File: config.mk
export PLATFORM = sky130hd
export DESIGN_NAME = soc_perf_counter_bank
export DESIGN_NICKNAME = d
export VERILOG_FILES = /design/src/rtl/soc_perf_pkg.sv /design/src/rtl/perf_counter_channel.sv /design/src/rtl/soc_perf_counter_bank.sv
export SDC_FILE = /design/constraint.sdc
export NUM_CORES = 1
export LEC_CHECK = 0
export ABC_AREA = 1
export CAP_MARGIN = 15
export CORE_ASPECT_RATIO = 2
export CORE_MARGIN = 4
export CORE_UTILIZATION = 45
export CTS_BUF_LIST = sky130_fd_sc_hd__clkbuf_4
export DETAILED_ROUTE_END_ITERATION = 7
export PLACE_DENSITY = 0.59
export SYNTH_ARGS = -nofsm -noshare
export SYNTH_HDL_FRONTEND = slang
export SYNTH_HIERARCHICAL = 1
export SYNTH_SLANG_ARGS = --single-unit
File: constraint.sdc
create_clock -name clk -period 4.3 [get_ports clk]
set_input_delay 0.43 -clock clk [delete_from_list [all_inputs] [get_ports clk]]
set_output_delay 0.43 -clock clk [all_outputs]
set_load 0.02 [all_outputs]
File: src/rtl/soc_perf_pkg.sv
// ============================================================================
// Module   : soc_perf_pkg
// Purpose  : Register map, CTRL bit layout and ID magic for the perf counter bank.
// Revision : 1.0 - initial release
// ============================================================================
`default_nettype none

package soc_perf_pkg;

    localparam logic [8:0] c_addr_ctrl       = 9'h000;
    localparam logic [8:0] c_addr_enable     = 9'h001;
    localparam logic [8:0] c_addr_mode       = 9'h002;
    localparam logic [8:0] c_addr_ovf        = 9'h003;
    localparam logic [8:0] c_addr_irq_mask   = 9'h004;
    localparam logic [8:0] c_addr_id         = 9'h005;
    localparam logic [8:0] c_addr_count_base = 9'h010;
    localparam logic [8:0] c_addr_snap_base  = 9'h020;

    localparam int c_ctrl_gen_bit  = 0;
    localparam int c_ctrl_snap_bit = 1;
    localparam int c_ctrl_clr_bit  = 2;

    localparam logic [15:0] c_id_magic = 16'h5043;

    typedef struct packed {
        logic clr;
        logic snap;
        logic gen;
    } ctrl_reg_t;

endpackage

`default_nettype wire

File: src/rtl/perf_counter_channel.sv
// ============================================================================
// Module   : perf_counter_channel
// Purpose  : One event counter: level/edge qualify, load, clear, wrap with overflow pulse.
// Revision : 1.0 - initial release
// ============================================================================
`default_nettype none

module perf_counter_channel #(
    parameter int CNT_W = 32
) (
    input  logic             clk,
    input  logic             reset,
    input  logic             event_in,
    input  logic             count_en,
    input  logic             edge_mode,
    input  logic             load,
    input  logic [CNT_W-1:0] load_data,
    input  logic             clr,
    output logic [CNT_W-1:0] count,
    output logic             ovf_pulse
);

    logic             r_prev;
    logic [CNT_W-1:0] r_count;
    logic             w_hit;
    logic             w_inc;

    assign w_hit     = edge_mode ? (event_in & ~r_prev) : event_in;
    // Clear and load both pre-empt the event, so neither may raise an overflow.
    assign w_inc     = count_en & w_hit & ~load & ~clr;
    assign ovf_pulse = w_inc & (&r_count);
    assign count     = r_count;

    always_ff @(posedge clk or posedge reset) begin
        if (reset) begin
            r_prev  <= 1'b0;
            r_count <= '0;
        end else begin
            r_prev <= event_in;
            if (clr) begin
                r_count <= '0;
            end else if (load) begin
                r_count <= load_data;
            end else if (w_inc) begin
                r_count <= r_count + 1'b1;
            end
        end
    end

endmodule

`default_nettype wire

File: src/rtl/soc_perf_counter_bank.sv
// ============================================================================
// Module   : soc_perf_counter_bank
// Purpose  : Bank of NUM_CH event counters with register access, overflow flags and irq.
//            Snapshot registers built only when PERF_SNAPSHOT_EN is defined.
// Revision : 1.0 - initial release
// ============================================================================
`default_nettype none

module soc_perf_counter_bank
    import soc_perf_pkg::*;
#(
    parameter int NUM_CH = 8,
    parameter int CNT_W  = 32
) (
    input  logic              clk,
    input  logic              reset,
    input  logic [8:0]        address,
    input  logic              write,
    input  logic [31:0]       write_data,
    input  logic              read,
    output logic [31:0]       read_data,
    output logic              read_valid,
    input  logic [NUM_CH-1:0] event_in,
    output logic              irq
);

    logic              r_gen;
    logic [NUM_CH-1:0] r_enable;
    logic [NUM_CH-1:0] r_mode;
    logic [NUM_CH-1:0] r_ovf;
    logic [NUM_CH-1:0] r_irq_mask;
    logic              r_irq;
    logic [31:0]       r_read_data;
    logic              r_read_valid;

    logic [CNT_W-1:0]  w_count [NUM_CH];
    logic [NUM_CH-1:0] w_ovf_set;
    logic [NUM_CH-1:0] w_ovf_w1c;
    ctrl_reg_t         w_ctrl_wr;
    ctrl_reg_t         w_ctrl_rd;
    logic              w_wr_ctrl;
    logic              w_clr;
    logic [31:0]       w_rd_data;

    assign w_ctrl_wr = ctrl_reg_t'(write_data[c_ctrl_clr_bit:c_ctrl_gen_bit]);
    assign w_ctrl_rd = '{clr: 1'b0, snap: 1'b0, gen: r_gen};
    assign w_wr_ctrl = write && (address == c_addr_ctrl);
    assign w_clr     = w_wr_ctrl && w_ctrl_wr.clr;
    assign w_ovf_w1c = (write && (address == c_addr_ovf)) ? write_data[NUM_CH-1:0] : '0;

    for (genvar ch = 0; ch < NUM_CH; ch++) begin : g_ch
        logic w_load;
        assign w_load = write && (address == c_addr_count_base + 9'(ch));

        perf_counter_channel #(
            .CNT_W (CNT_W)
        ) u_ch (
            .clk       (clk),
            .reset     (reset),
            .event_in  (event_in[ch]),
            .count_en  (r_gen & r_enable[ch]),
            .edge_mode (r_mode[ch]),
            .load      (w_load),
            .load_data (write_data[CNT_W-1:0]),
            .clr       (w_clr),
            .count     (w_count[ch]),
            .ovf_pulse (w_ovf_set[ch])
        );
    end

`ifdef PERF_SNAPSHOT_EN
    logic [CNT_W-1:0] r_snap [NUM_CH];
    logic             w_snap;

    assign w_snap = w_wr_ctrl && w_ctrl_wr.snap;

    // Captures the counter registers before this cycle's increment lands.
    always_ff @(posedge clk or posedge reset) begin
        if (reset) begin
            for (int i = 0; i < NUM_CH; i++) r_snap[i] <= '0;
        end else if (w_snap) begin
            for (int i = 0; i < NUM_CH; i++) r_snap[i] <= w_count[i];
        end
    end
`endif

    always_comb begin
        w_rd_data = '0;
        case (address)
            c_addr_ctrl:     w_rd_data = 32'(w_ctrl_rd);
            c_addr_enable:   w_rd_data = 32'(r_enable);
            c_addr_mode:     w_rd_data = 32'(r_mode);
            c_addr_ovf:      w_rd_data = 32'(r_ovf);
            c_addr_irq_mask: w_rd_data = 32'(r_irq_mask);
            c_addr_id:       w_rd_data = {c_id_magic, 8'(CNT_W), 8'(NUM_CH)};
            default: begin
                for (int ch = 0; ch < NUM_CH; ch++) begin
                    if (address == c_addr_count_base + 9'(ch)) w_rd_data = 32'(w_count[ch]);
`ifdef PERF_SNAPSHOT_EN
                    if (address == c_addr_snap_base + 9'(ch)) w_rd_data = 32'(r_snap[ch]);
`endif
                end
            end
        endcase
    end

    always_ff @(posedge clk or posedge reset) begin
        if (reset) begin
            r_gen        <= 1'b0;
            r_enable     <= '0;
            r_mode       <= '0;
            r_ovf        <= '0;
            r_irq_mask   <= '0;
            r_irq        <= 1'b0;
            r_read_data  <= '0;
            r_read_valid <= 1'b0;
        end else begin
            if (w_wr_ctrl) r_gen <= w_ctrl_wr.gen;
            if (write && (address == c_addr_enable))   r_enable   <= write_data[NUM_CH-1:0];
            if (write && (address == c_addr_mode))     r_mode     <= write_data[NUM_CH-1:0];
            if (write && (address == c_addr_irq_mask)) r_irq_mask <= write_data[NUM_CH-1:0];
            // A new overflow outranks a simultaneous write-1-to-clear of the same flag.
            r_ovf        <= w_clr ? '0 : ((r_ovf & ~w_ovf_w1c) | w_ovf_set);
            r_irq        <= |(r_ovf & r_irq_mask);
            r_read_valid <= read;
            if (read) r_read_data <= w_rd_data;
        end
    end

    assign read_data  = r_read_data;
    assign read_valid = r_read_valid;
    assign irq        = r_irq;

endmodule

`default_nettype wire

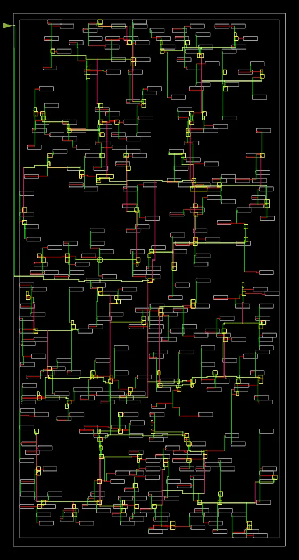
Run 1: clock routing
Power Clock: 2.99 mW
Seq cells: 331
clk_lat worst skew: 890 ps
clock buffer count: 122

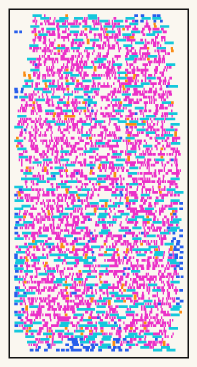
Run 1: placement by cell class
Drawn at 1 px/µm.
color	class	cells	share of their area
blue	other buffers and delay cells	149	4.9%
magenta	all other logic	3,711	61%
cyan	flip-flops	331	30%
orange	clock drivers and dummy loads	158	4.1%
Core Util, Final: 49.8%
Core Rows: 124

==> notes.md, run 1 <==
yosys + openroad results -> Synth Seq Share 32.0%, endpoints failing hold 0, FF-to-FF Start r_gen, slowest stage delay, CP 570 ps, TritonCTS Sinks around 330, top-count cell post-synth nand2_1, post_cts resized 0, global-route met1 utilization 37.8%, Global Route Usage Sum 37.3%, r2r setup slk 2120 ps, max-slew violations 0, tool warning count 27, Clk pwr share 43.6%, Die ar. 61,600 µm², Post-DRT Antenna Nets 0, setup TNS 0 ps, Pwr top sequential cells, post-synthesis cell area 25,900 µm², Final Cycle Share 62.2%, CP max FO 21, Flop pwr share 47.6%, worst setup path end read_data[12], Setup CP Type in -> reg, min cycle time layout 2680 ps, yosys stat area 25,900 µm², Leak Pwr between 10 and 15 nW, die height 347 µm, crit path DAT 3400 ps, TritonCTS Buffers 88, maximum vdd ir drop 0.000184 V, final setup violation count 0, dpl cells 4,946, status finished, final reports clean, Post-synth regs ~330, CP top delay family simple AND/OR/NAND/NOR gates, most frequent cells in the layout 1,536 x nand2_1, 820 x nor2_1, 342 x inv_1, 331 x dfrtp_1, 303 x nand3_1, Slew HR between 10% and 20%, Commonest Layout Cell nand2_1, Detailed Route WL about 120 mm, Via Count ~28,000, list of most frequent post-synthesis cells 1,536 x nand2_1, 821 x nor2_1, 343 x inv_1, ys async rst share 100%, placed instance area 27,300 µm²
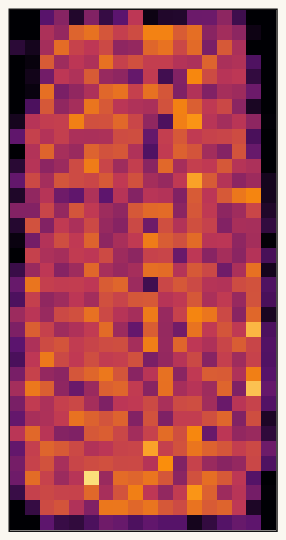
Run 1: cell area per tile
Drawn at 1.5 px/µm. The die is cut into 18 by 35 equal tiles; black is low, pale yellow is high, 0 to 100% covered.
nearly empty tiles	4.9%
fullest tile	93%
mean over tiles	45%
tiles over 75% full	1.3%

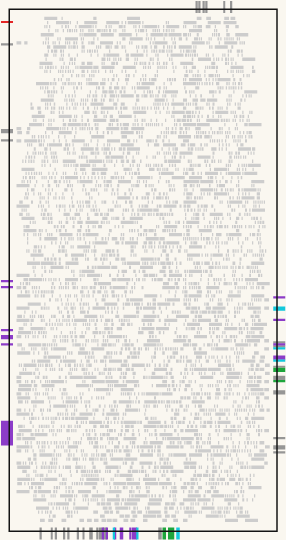
Run 1: pin placement
Drawn at 1.5 px/µm. Pins as bars across the die edge, other pins in gray.
color	port	pins	direction	edge
cyan	event_in	8	input	4 bottom, 4 right
purple	read_data	32	output	18 left, 9 bottom, 5 right
red	clk	1	input	left
green	address	9	input	6 bottom, 3 right

run 1: final cells by class:
type | instances | area [µm²] | area share (%)
multi-input combinational | 3346 | 15400 | 54.1
sequential | 331 | 8280 | 29.1
inverter | 365 | 1380 | 4.84
timing repair buffer | 149 | 1340 | 4.70
tap | 756 | 946 | 3.32
clock buffer | 122 | 916 | 3.22
clock inverter | 36 | 205 | 0.721
antenna | 5 | 12.5 | 0.0440
run 1: per-stage QoR:
stage          setup WS [ps]  hold slack (ps)
6_report                1620             72.0
5_1_grt                 1440             39.6
4_1_cts                 1690             15.3
3_5_place_dp             784              464
3_3_place_gp             785              468
2_1_floorplan           1420              461
Run 1, metal layers overlaid:
Drawn at 1 px/µm.
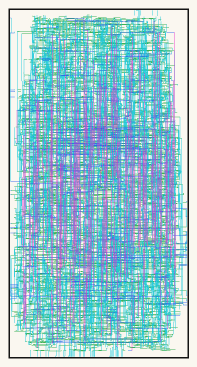

==> run 1 -> run 2 <==
- clock period: 4.3 -> 2.7 ns (I/O delays scaled with it)
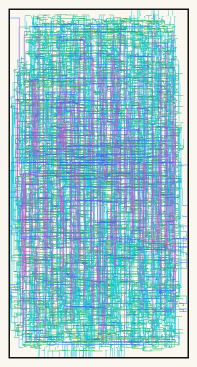
Run 2: metal layers overlaid
Drawn at 1 px/µm.
color	layer	wire length
green	met1	40.7 mm
cyan	met2	59.7 mm
blue	met3	7,020 µm
magenta	met4	15,900 µm
Via Count: 28,700
Detailed Route WL: 123 mm
DR WL/cell: 23.3 µm
Global Route Usage Sum: 39.7%

==> run 2 against run 1 <==
Against the previous run:
- critical path depth shrank 12
- die area is the same
- sequential power grew about 60%
- combinational power grew 74%
- register-to-register slack lost 1700 ps
- synthesized area is the same
- critical endpoint is now read_data[9]
- largest cell class unchanged
- highest routed layer unchanged
==> notes.md, run 2 <==
yosys + openroad results -> list of most frequent post-synthesis cells 1,536 x nand2_1, 821 x nor2_1, 343 x inv_1, CP top delay family buffers and inverters, status finished, final reports clean, Leak Pwr 15.3 nW, CP max FO 2, Final Cycle Share 86.7%, most frequent cells in the layout 1,536 x nand2_1, 820 x nor2_1, 342 x inv_1, 331 x dfrtp_1, 303 x nand3_1, root buffer cell clkbuf_4, Power Clock 4.59 mW, Setup CP Type reg -> out, top-count cell post-synth nand2_1, r2r setup slk around 420 ps, hold endpoint r_enable[5], final setup violation count 0, dpl cells 5,116, setup TNS 0 ps, Die ar. around 62,000 µm², Slew HR between 30 and 40%, unrepaired setup endpoints after global routing no, Flop pwr share 48.0%, yosys stat area 25,900 µm², Clk pwr share a little over two fifths, Post-DRT Antenna Nets 0, Post-synth regs 331, Commonest Layout Cell nand2_1, slowest stage delay, CP 680 ps, TritonCTS Buffers approximately 90, WL met2 approximately 60 mm, maximum vdd ir drop between 0.0003 and 0.0004 V, clk_lat worst skew 910 ps, FF-to-FF Start r_gen, Synth Seq Share ~32%, post-synthesis cell area 25,900 µm², worst setup path end read_data[9], crit path DAT just over 2000 ps, global-route met1 utilization 39.8%, post_cts resized 0, TritonCTS Sinks 331, CTS clk-pin slew, worst paths around 70 ps, Worst R2R Path Depth 7, max-slew violations 0
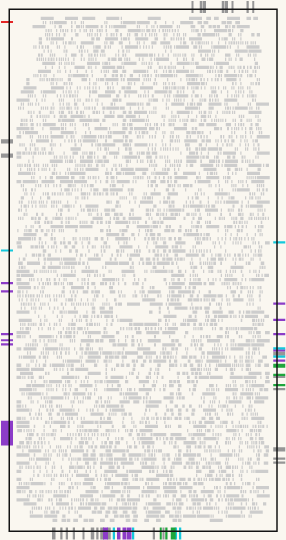
Run 2: pin placement
Drawn at 1.5 px/µm. Pins as bars across the die edge, other pins in gray.
color	port	pins	direction	edge
cyan	event_in	8	input	4 bottom, 3 right, 1 left
purple	read_data	32	output	17 left, 10 bottom, 5 right
red	clk	1	input	left
green	address	9	input	5 bottom, 4 right
all pins by edge	34 bottom, 23 left, 20 right, 10 top

-- run 2: cell counts after synthesis --
No cell type changed its count.
-- run 2: layout make-up --
type	instances	area (µm²)	area share, %
multi-input combinational	3346	15400	50.9
sequential	331	8280	27.4
timing repair buffer	325	3150	10.4
inverter	365	1380	4.55
tap	756	946	3.13
clock buffer	119	893	2.96
clock inverter	32	156	0.518
antenna	8	20.0	0.0663
-- run 2: stage by stage --
step / util (%) / setup slack, ps / power (mW)
after floorplan: - / 339 / 5.66
after CTS: 52.9 / 296 / 11.0
final: 52.9 / 359 / 10.9
after global placement: 50.9 / -174 / 6.35
after global routing: 52.9 / 314 / 11.3
after detailed placement: 50.9 / -192 / 6.35
Power is estimated from default activity; no workload was simulated.
